## src/rtl/butterfly_sched_if.sv

```systemverilog
// Butterfly scheduler bus: start/mode request, status, operand read and result write strobes.
// When BFSCHED_ABORT_EN is defined the bus also carries the abort request.
interface butterfly_sched_if #(
   parameter int N_LOG2 = 3
);
   logic              start;
   logic              mode;
   logic              busy;
   logic              done;
   logic              rd_en;
   logic [N_LOG2-1:0] rd_addr_a;
   logic [N_LOG2-1:0] rd_addr_b;
   logic [N_LOG2-2:0] tw_idx;
   logic              bf_s;
   logic              wr_en;
   logic [N_LOG2-1:0] wr_addr_a;
   logic [N_LOG2-1:0] wr_addr_b;
`ifdef BFSCHED_ABORT_EN
   logic              abort;

   modport master (
      output start, mode, abort,
      input  busy, done, rd_en, rd_addr_a, rd_addr_b, tw_idx, bf_s,
             wr_en, wr_addr_a, wr_addr_b
   );

   modport slave (
      input  start, mode, abort,
      output busy, done, rd_en, rd_addr_a, rd_addr_b, tw_idx, bf_s,
             wr_en, wr_addr_a, wr_addr_b
   );
`else
   modport master (
      output start, mode,
      input  busy, done, rd_en, rd_addr_a, rd_addr_b, tw_idx, bf_s,
             wr_en, wr_addr_a, wr_addr_b
   );

   modport slave (
      input  start, mode,
      output busy, done, rd_en, rd_addr_a, rd_addr_b, tw_idx, bf_s,
             wr_en, wr_addr_a, wr_addr_b
   );
`endif
endinterface

```

## src/rtl/butterfly_sched.sv

```systemverilog
// In-place radix-2 FFT butterfly address scheduler (DIT or DIF).
// Walks N_LOG2 stages of N/2 butterflies, then PIPE_LAT idle cycles per stage so
// that every write of a stage lands before the next stage reads.  Write strobes and
// addresses are the read ones delayed by PIPE_LAT cycles.
// Optional macro BFSCHED_ABORT_EN adds an abort request on the bus.
module butterfly_sched #(
   parameter int N_LOG2   = 3,
   parameter int PIPE_LAT = 2
)(
   input  logic             clk,
   input  logic             rst,
   butterfly_sched_if.slave bus
);
   localparam int AW = N_LOG2;
   localparam int KW = N_LOG2 - 1;
   localparam int SW = $clog2(N_LOG2);
   localparam int DW = (PIPE_LAT > 1) ? $clog2(PIPE_LAT) : 1;

   localparam logic [KW-1:0] K_LAST = {KW{1'b1}};
   localparam logic [KW-1:0] K_ZERO = {KW{1'b0}};
   localparam logic [KW-1:0] K_ONE  = {{(KW-1){1'b0}}, 1'b1};
   localparam logic [SW-1:0] S_LAST = SW'(N_LOG2 - 1);
   localparam logic [SW-1:0] S_ZERO = {SW{1'b0}};
   localparam logic [SW-1:0] S_ONE  = {{(SW-1){1'b0}}, 1'b1};
   localparam logic [DW-1:0] D_LAST = DW'(PIPE_LAT - 1);
   localparam logic [DW-1:0] D_ZERO = {DW{1'b0}};
   localparam logic [DW-1:0] D_ONE  = {{(DW-1){1'b0}}, 1'b1};
   localparam logic [AW-1:0] A_ZERO = {AW{1'b0}};
   localparam logic [AW-1:0] A_ONE  = {{(AW-1){1'b0}}, 1'b1};

   localparam logic [1:0] ST_IDLE  = 2'd0;
   localparam logic [1:0] ST_RUN   = 2'd1;
   localparam logic [1:0] ST_DRAIN = 2'd2;
   localparam logic [1:0] ST_FIN   = 2'd3;

   logic [1:0]    state_r, nxt_state_s;
   logic [SW-1:0] s_cnt_r, nxt_s_s;
   logic [KW-1:0] k_cnt_r, nxt_k_s;
   logic [DW-1:0] d_cnt_r, nxt_d_s;
   logic          mode_r, nxt_mode_s;
   logic          flush_s;

   logic [SW-1:0] sh_s;
   logic [AW-1:0] span_s, k_ext_s, pos_s, grp_s, addr_a_s, addr_b_s;
   logic [KW-1:0] tw_s;

   logic          busy_r, done_r, rd_en_r, bf_s_r;
   logic [AW-1:0] rd_a_r, rd_b_r;
   logic [KW-1:0] tw_r;

   logic          pipe_en_r [PIPE_LAT];
   logic [AW-1:0] pipe_a_r  [PIPE_LAT];
   logic [AW-1:0] pipe_b_r  [PIPE_LAT];

   // Next-state and counter update; an abort (when built in) overrides everything.
   always_comb begin
      nxt_state_s = state_r;
      nxt_s_s     = s_cnt_r;
      nxt_k_s     = k_cnt_r;
      nxt_d_s     = d_cnt_r;
      nxt_mode_s  = mode_r;
      flush_s     = 1'b0;
      case (state_r)
         ST_IDLE: begin
            if (bus.start) begin
               nxt_state_s = ST_RUN;
               nxt_mode_s  = bus.mode;
               nxt_s_s     = S_ZERO;
               nxt_k_s     = K_ZERO;
               nxt_d_s     = D_ZERO;
            end else begin
               nxt_state_s = ST_IDLE;
            end
         end
         ST_RUN: begin
            if (k_cnt_r == K_LAST) begin
               nxt_state_s = ST_DRAIN;
               nxt_k_s     = K_ZERO;
               nxt_d_s     = D_ZERO;
            end else begin
               nxt_k_s     = k_cnt_r + K_ONE;
            end
         end
         ST_DRAIN: begin
            if (d_cnt_r == D_LAST) begin
               nxt_d_s = D_ZERO;
               if (s_cnt_r == S_LAST) begin
                  nxt_state_s = ST_FIN;
               end else begin
                  nxt_state_s = ST_RUN;
                  nxt_s_s     = s_cnt_r + S_ONE;
                  nxt_k_s     = K_ZERO;
               end
            end else begin
               nxt_d_s = d_cnt_r + D_ONE;
            end
         end
         ST_FIN: begin
            nxt_state_s = ST_IDLE;
            nxt_s_s     = S_ZERO;
            nxt_k_s     = K_ZERO;
            nxt_d_s     = D_ZERO;
         end
         default: begin
            nxt_state_s = ST_IDLE;
            nxt_s_s     = S_ZERO;
            nxt_k_s     = K_ZERO;
            nxt_d_s     = D_ZERO;
         end
      endcase
`ifdef BFSCHED_ABORT_EN
      if (bus.abort && ((state_r == ST_RUN) || (state_r == ST_DRAIN))) begin
         nxt_state_s = ST_IDLE;
         nxt_s_s     = S_ZERO;
         nxt_k_s     = K_ZERO;
         nxt_d_s     = D_ZERO;
         flush_s     = 1'b1;
      end else begin
         flush_s     = 1'b0;
      end
`endif
   end

   // Operand addresses and twiddle index for the butterfly issued next cycle.
   always_comb begin
      sh_s     = nxt_mode_s ? (S_LAST - nxt_s_s) : nxt_s_s;
      span_s   = A_ONE << sh_s;
      k_ext_s  = {1'b0, nxt_k_s};
      pos_s    = k_ext_s & (span_s - A_ONE);
      grp_s    = k_ext_s >> sh_s;
      addr_a_s = ((grp_s << sh_s) << 1'b1) | pos_s;
      addr_b_s = addr_a_s + span_s;
      // pos < span <= N/2, so it always fits the twiddle index width
      tw_s     = pos_s[KW-1:0] << (S_LAST - sh_s);
   end

   // FSM state, stage/butterfly/drain counters and latched mode.
   always_ff @(posedge clk or negedge rst) begin
      if (!rst) begin
         state_r <= ST_IDLE;
         s_cnt_r <= S_ZERO;
         k_cnt_r <= K_ZERO;
         d_cnt_r <= D_ZERO;
         mode_r  <= 1'b0;
      end else begin
         state_r <= nxt_state_s;
         s_cnt_r <= nxt_s_s;
         k_cnt_r <= nxt_k_s;
         d_cnt_r <= nxt_d_s;
         mode_r  <= nxt_mode_s;
      end
   end

   // Registered status and read-side outputs; addresses held at zero without a strobe.
   always_ff @(posedge clk or negedge rst) begin
      if (!rst) begin
         busy_r  <= 1'b0;
         done_r  <= 1'b0;
         rd_en_r <= 1'b0;
         bf_s_r  <= 1'b0;
         rd_a_r  <= A_ZERO;
         rd_b_r  <= A_ZERO;
         tw_r    <= K_ZERO;
      end else begin
         busy_r  <= (nxt_state_s == ST_RUN) || (nxt_state_s == ST_DRAIN);
         done_r  <= (nxt_state_s == ST_FIN);
         rd_en_r <= (nxt_state_s == ST_RUN);
         bf_s_r  <= ((nxt_state_s == ST_RUN) || (nxt_state_s == ST_DRAIN)) ? nxt_mode_s : 1'b0;
         if (nxt_state_s == ST_RUN) begin
            rd_a_r <= addr_a_s;
            rd_b_r <= addr_b_s;
            tw_r   <= tw_s;
         end else begin
            rd_a_r <= A_ZERO;
            rd_b_r <= A_ZERO;
            tw_r   <= K_ZERO;
         end
      end
   end

   // Write-side delay line: the last stage is the write strobe/addresses.
   always_ff @(posedge clk or negedge rst) begin
      if (!rst) begin
         for (int i = 0; i < PIPE_LAT; i++) begin
            pipe_en_r[i] <= 1'b0;
            pipe_a_r[i]  <= A_ZERO;
            pipe_b_r[i]  <= A_ZERO;
         end
      end else if (flush_s) begin
         for (int i = 0; i < PIPE_LAT; i++) begin
            pipe_en_r[i] <= 1'b0;
            pipe_a_r[i]  <= A_ZERO;
            pipe_b_r[i]  <= A_ZERO;
         end
      end else begin
         pipe_en_r[0] <= rd_en_r;
         pipe_a_r[0]  <= rd_a_r;
         pipe_b_r[0]  <= rd_b_r;
         for (int i = 1; i < PIPE_LAT; i++) begin
            pipe_en_r[i] <= pipe_en_r[i-1];
            pipe_a_r[i]  <= pipe_a_r[i-1];
            pipe_b_r[i]  <= pipe_b_r[i-1];
         end
      end
   end

   assign bus.busy      = busy_r;
   assign bus.done      = done_r;
   assign bus.rd_en     = rd_en_r;
   assign bus.rd_addr_a = rd_a_r;
   assign bus.rd_addr_b = rd_b_r;
   assign bus.tw_idx    = tw_r;
   assign bus.bf_s      = bf_s_r;
   assign bus.wr_en     = pipe_en_r[PIPE_LAT-1];
   assign bus.wr_addr_a = pipe_a_r[PIPE_LAT-1];
   assign bus.wr_addr_b = pipe_b_r[PIPE_LAT-1];
endmodule

```

## src/flat_wrapper.sv

```systemverilog
// flat-port wrapper written by rule: the top's interface ports become plain ports
module butterfly_sched_flat 
#(
   parameter int N_LOG2   = 3,
   parameter int PIPE_LAT = 2
)
  (clk, rst, bus_start, bus_mode, bus_busy, bus_done, bus_rd_en, bus_rd_addr_a, bus_rd_addr_b, bus_tw_idx, bus_bf_s, bus_wr_en, bus_wr_addr_a, bus_wr_addr_b);
  butterfly_sched_if #(.N_LOG2(N_LOG2)) bus_i ();
  input  logic clk;
  input  logic rst;
  input wire logic [$bits(bus_i.start)-1:0] bus_start;
  input wire logic [$bits(bus_i.mode)-1:0] bus_mode;
  output wire logic [$bits(bus_i.busy)-1:0] bus_busy;
  output wire logic [$bits(bus_i.done)-1:0] bus_done;
  output wire logic [$bits(bus_i.rd_en)-1:0] bus_rd_en;
  output wire logic [$bits(bus_i.rd_addr_a)-1:0] bus_rd_addr_a;
  output wire logic [$bits(bus_i.rd_addr_b)-1:0] bus_rd_addr_b;
  output wire logic [$bits(bus_i.tw_idx)-1:0] bus_tw_idx;
  output wire logic [$bits(bus_i.bf_s)-1:0] bus_bf_s;
  output wire logic [$bits(bus_i.wr_en)-1:0] bus_wr_en;
  output wire logic [$bits(bus_i.wr_addr_a)-1:0] bus_wr_addr_a;
  output wire logic [$bits(bus_i.wr_addr_b)-1:0] bus_wr_addr_b;
  assign bus_i.start = bus_start;
  assign bus_i.mode = bus_mode;
  assign bus_busy = bus_i.busy;
  assign bus_done = bus_i.done;
  assign bus_rd_en = bus_i.rd_en;
  assign bus_rd_addr_a = bus_i.rd_addr_a;
  assign bus_rd_addr_b = bus_i.rd_addr_b;
  assign bus_tw_idx = bus_i.tw_idx;
  assign bus_bf_s = bus_i.bf_s;
  assign bus_wr_en = bus_i.wr_en;
  assign bus_wr_addr_a = bus_i.wr_addr_a;
  assign bus_wr_addr_b = bus_i.wr_addr_b;
  butterfly_sched #(.N_LOG2(N_LOG2), .PIPE_LAT(PIPE_LAT)) u_core (.clk(clk), .rst(rst), .bus(bus_i));
endmodule
```

## config.mk

```make
export PLATFORM = sky130hd
export DESIGN_NAME = butterfly_sched_flat
export DESIGN_NICKNAME = d
export VERILOG_FILES = /design/src/rtl/butterfly_sched_if.sv /design/src/rtl/butterfly_sched.sv /design/src/flat_wrapper.sv
export SDC_FILE = /design/constraint.sdc
export NUM_CORES = 1
export LEC_CHECK = 0
export CAP_MARGIN = 20
export CORE_MARGIN = 8
export CORE_UTILIZATION = 40
export CTS_CLUSTER_SIZE = 40
export DETAILED_ROUTE_END_ITERATION = 12
export DONT_BUFFER_PORTS = 1
export GPL_ROUTABILITY_DRIVEN = 0
export GPL_TIMING_DRIVEN = 0
export PLACE_DENSITY = 0.55
export RECOVER_POWER = 100
export SYNTH_ARGS = -nofsm -noshare
export SYNTH_HDL_FRONTEND = slang
export SYNTH_SLANG_ARGS = --single-unit
```

## constraint.sdc

```tcl
create_clock -name clk -period 6.4 [get_ports clk]
set_input_delay 1.28 -clock clk [delete_from_list [all_inputs] [get_ports clk]]
set_output_delay 1.28 -clock clk [all_outputs]
set_load 0.02 [all_outputs]
```

==> results_dict.tcl, run 1 <==
# metrics dict for downstream scripts
set metrics [dict create \
    combPwrFrac_pct 34.7 \
    cp_top_family "adder cells" \
    r2r_cells 14 \
    seq_share_pct 57.14 \
    maxPowerGroup "registers" \
    area_leaders "dfrtp_1 (61%), ha_1 (6.3%), buf_4 (3.2%)" \
    setup_slack_ns 2.357 \
    clockBufferCount 6 \
    ys_cells 107 \
    first_global_vias 802 \
    setup_viol_count_final 0 \
    outcome "completed" \
    path_clk_slew_ns 0.10 \
    p_total_uw 814.6 \
    yosysTopAreaCell "dfrtp_1" \
    netlist_top_cells_count "dfrtp_1 (34), inv_1 (10), nor2_1 (8), ha_1 (7), buf_4 (6)" \
    antenna_found_initial 0 \
    place_hpwl_um 1619 \
    peakVddDrop_mv 0.1526 \
    stdcell_count 160 \
    ys_warn_count 0 \
]
==> run 1: logic make-up (layout without fill, tap and decap cells) <==
family          after synthesis  count (layout)  synth area share, %
mux                           4               4                4.028
fa+ha+maj                     8               8                7.699
simple gates                 27              27                11.73
buf+inv                      18              25                7.072
compound gates               15              15                8.326
flops                        34              34                60.88
other cells                   1               1               0.2683
==> run 1: flip-flops by register name (all words and copies together) (netlist names), 2 cells and up <==
signal	count
u_core.bus.rd_addr_a	3
u_core.bus.rd_addr_b	3
u_core.bus.tw_idx	2
u_core.bus.wr_addr_a	3
u_core.bus.wr_addr_b	3
u_core.k_cnt_r	2
u_core.pipe_a_r	3
u_core.pipe_b_r	3
u_core.s_cnt_r	2
u_core.state_r	2
### Port wiring, run 1

Scale bar: 20 um.
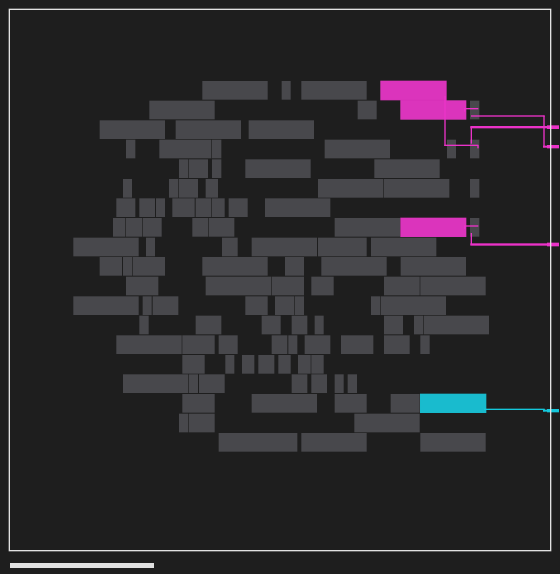
Key: magenta = bus_wr_addr_a [bits 3, direction output, end cells 3, buffers 3, wire 55.7 um]; cyan = bus_done [bits 1, direction output, end cells 1, buffers 0, wire 8.90 um]
IO Count: 23
input/output buffers: 0

### Metal layers overlaid, run 1

Only two layers are drawn.
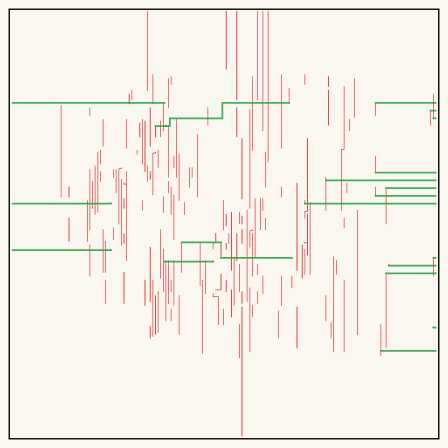
Key: red = metal 2 [wire length 985 um]; green = metal 3 [wire length 228 um]
Total GRT Usage: 9.280%
final wirelength: 2249 um
wire per inst: 14.06 um
vias post-DR: 763

### Metal 1, run 1

Supply wires on this layer in grey.
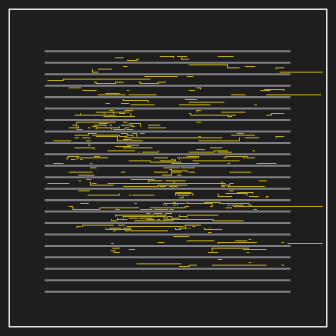
The layer holds 44% of the routed length. 109 nets have wire on it. The layer carries 987 um of wire. The longest straight run is 28.1 um.
Global Route met1 Usage: 10.19%

==> inputs of run 2 (changes only) <==
==> constraint.sdc (replaced) <==
create_clock -name clk -period 4.22 [get_ports clk]
set_input_delay 0.844 -clock clk [delete_from_list [all_inputs] [get_ports clk]]
set_output_delay 0.844 -clock clk [all_outputs]
set_load 0.02 [all_outputs]
==> results_dict.tcl, run 2 <==
# metrics dict for downstream scripts
set metrics [dict create \
    outcome "completed" \
    hold_slack_ns 0.1976 \
    drive_above_1_share_pct 10.53 \
    synth.most_common_cell "dfrtp_1" \
    netlist_top_cells_count "dfrtp_1 (34), inv_1 (10), nor2_1 (8), ha_1 (7), buf_4 (6)" \
    place_hpwl_um 1619 \
    stdcell_count 160 \
    bufAreaShareNonClock_pct 2.603 \
    combPwrFrac_pct 34.8 \
    grt_use_met1_pct 10.19 \
    ioPinCount 23 \
    hp-class "input port to asynchronous set/reset pin" \
    aoi_share_pct 8.326 \
    fa_ha_area_share_pct 7.699 \
    xor_share_pct 0 \
    p_total_mw 1.237 \
    cp_top_family "adder cells" \
    hold_viol 0 \
    grt.total_usage_pct 9.280 \
    antenna_found_initial 0 \
    path_clk_slew_ns 0.10 \
    peakVddDrop_mv 0.2315 \
    setup_viol_count_final 0 \
    topCombFamilyByArea "simple AND/OR/NAND/NOR gates" \
    clock_power_share_pct 19.3 \
    synthSimpleGateAreaFrac_pct 11.73 \
    ys_cells 107 \
    ys_warn_count 0 \
    area_leaders "dfrtp_1 (61%), ha_1 (6.3%), buf_4 (3.2%)" \
    seq_share_pct 57.09 \
    port_buffers 0 \
    grt.met3_usage_pct 5.992 \
    setup_slack_ns 0.5794 \
]
run 2: cell count changes in the layout (fill, tap and decap cells not counted), sizes merged:
cell    change
buf         +1
clkbuf      -1
run 2: final timing paths:
| kind | start | endpoint | depth (start not counted) |
|---|---|---|---|
| max | u_core.state_r[0] | u_core.bus.rd_addr_b[2] | 14 |
| min | rst | u_core.bus.tw_idx[1] | 0 |
| max reg2reg | u_core.state_r[0] | u_core.bus.rd_addr_b[2] | 14 |
| min reg2reg | u_core.pipe_b_r[3] | u_core.bus.wr_addr_b[0] | 0 |
| max in group asynchronous | rst | u_core.k_cnt_r[0] | 0 |
| min in group clk | u_core.pipe_b_r[3] | u_core.bus.wr_addr_b[0] | 0 |
### Metal layers overlaid, run 2

Only two layers are drawn.
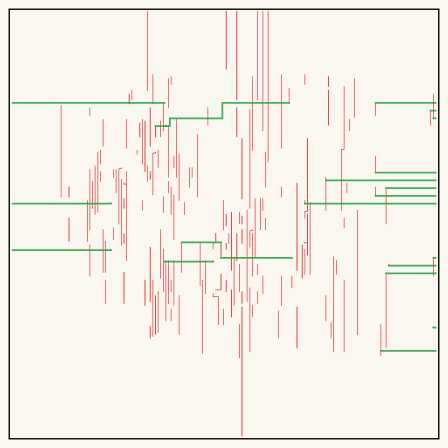
Key: green = metal 3 [wire length 228 um]; red = metal 2 [wire length 985 um]
wire per inst: 14.07 um
final wirelength: 2251 um

### Clock nets, run 2

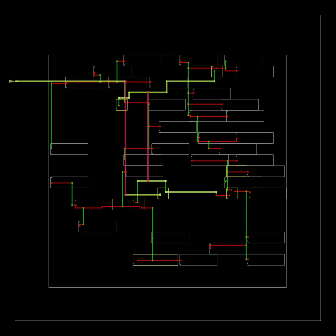
flop count: 34
# clk buffers: 6
clock group power: 239 uW
clk sinks: 34
Num CTS Buffers: 5

Power and IR drop assume default switching activity.
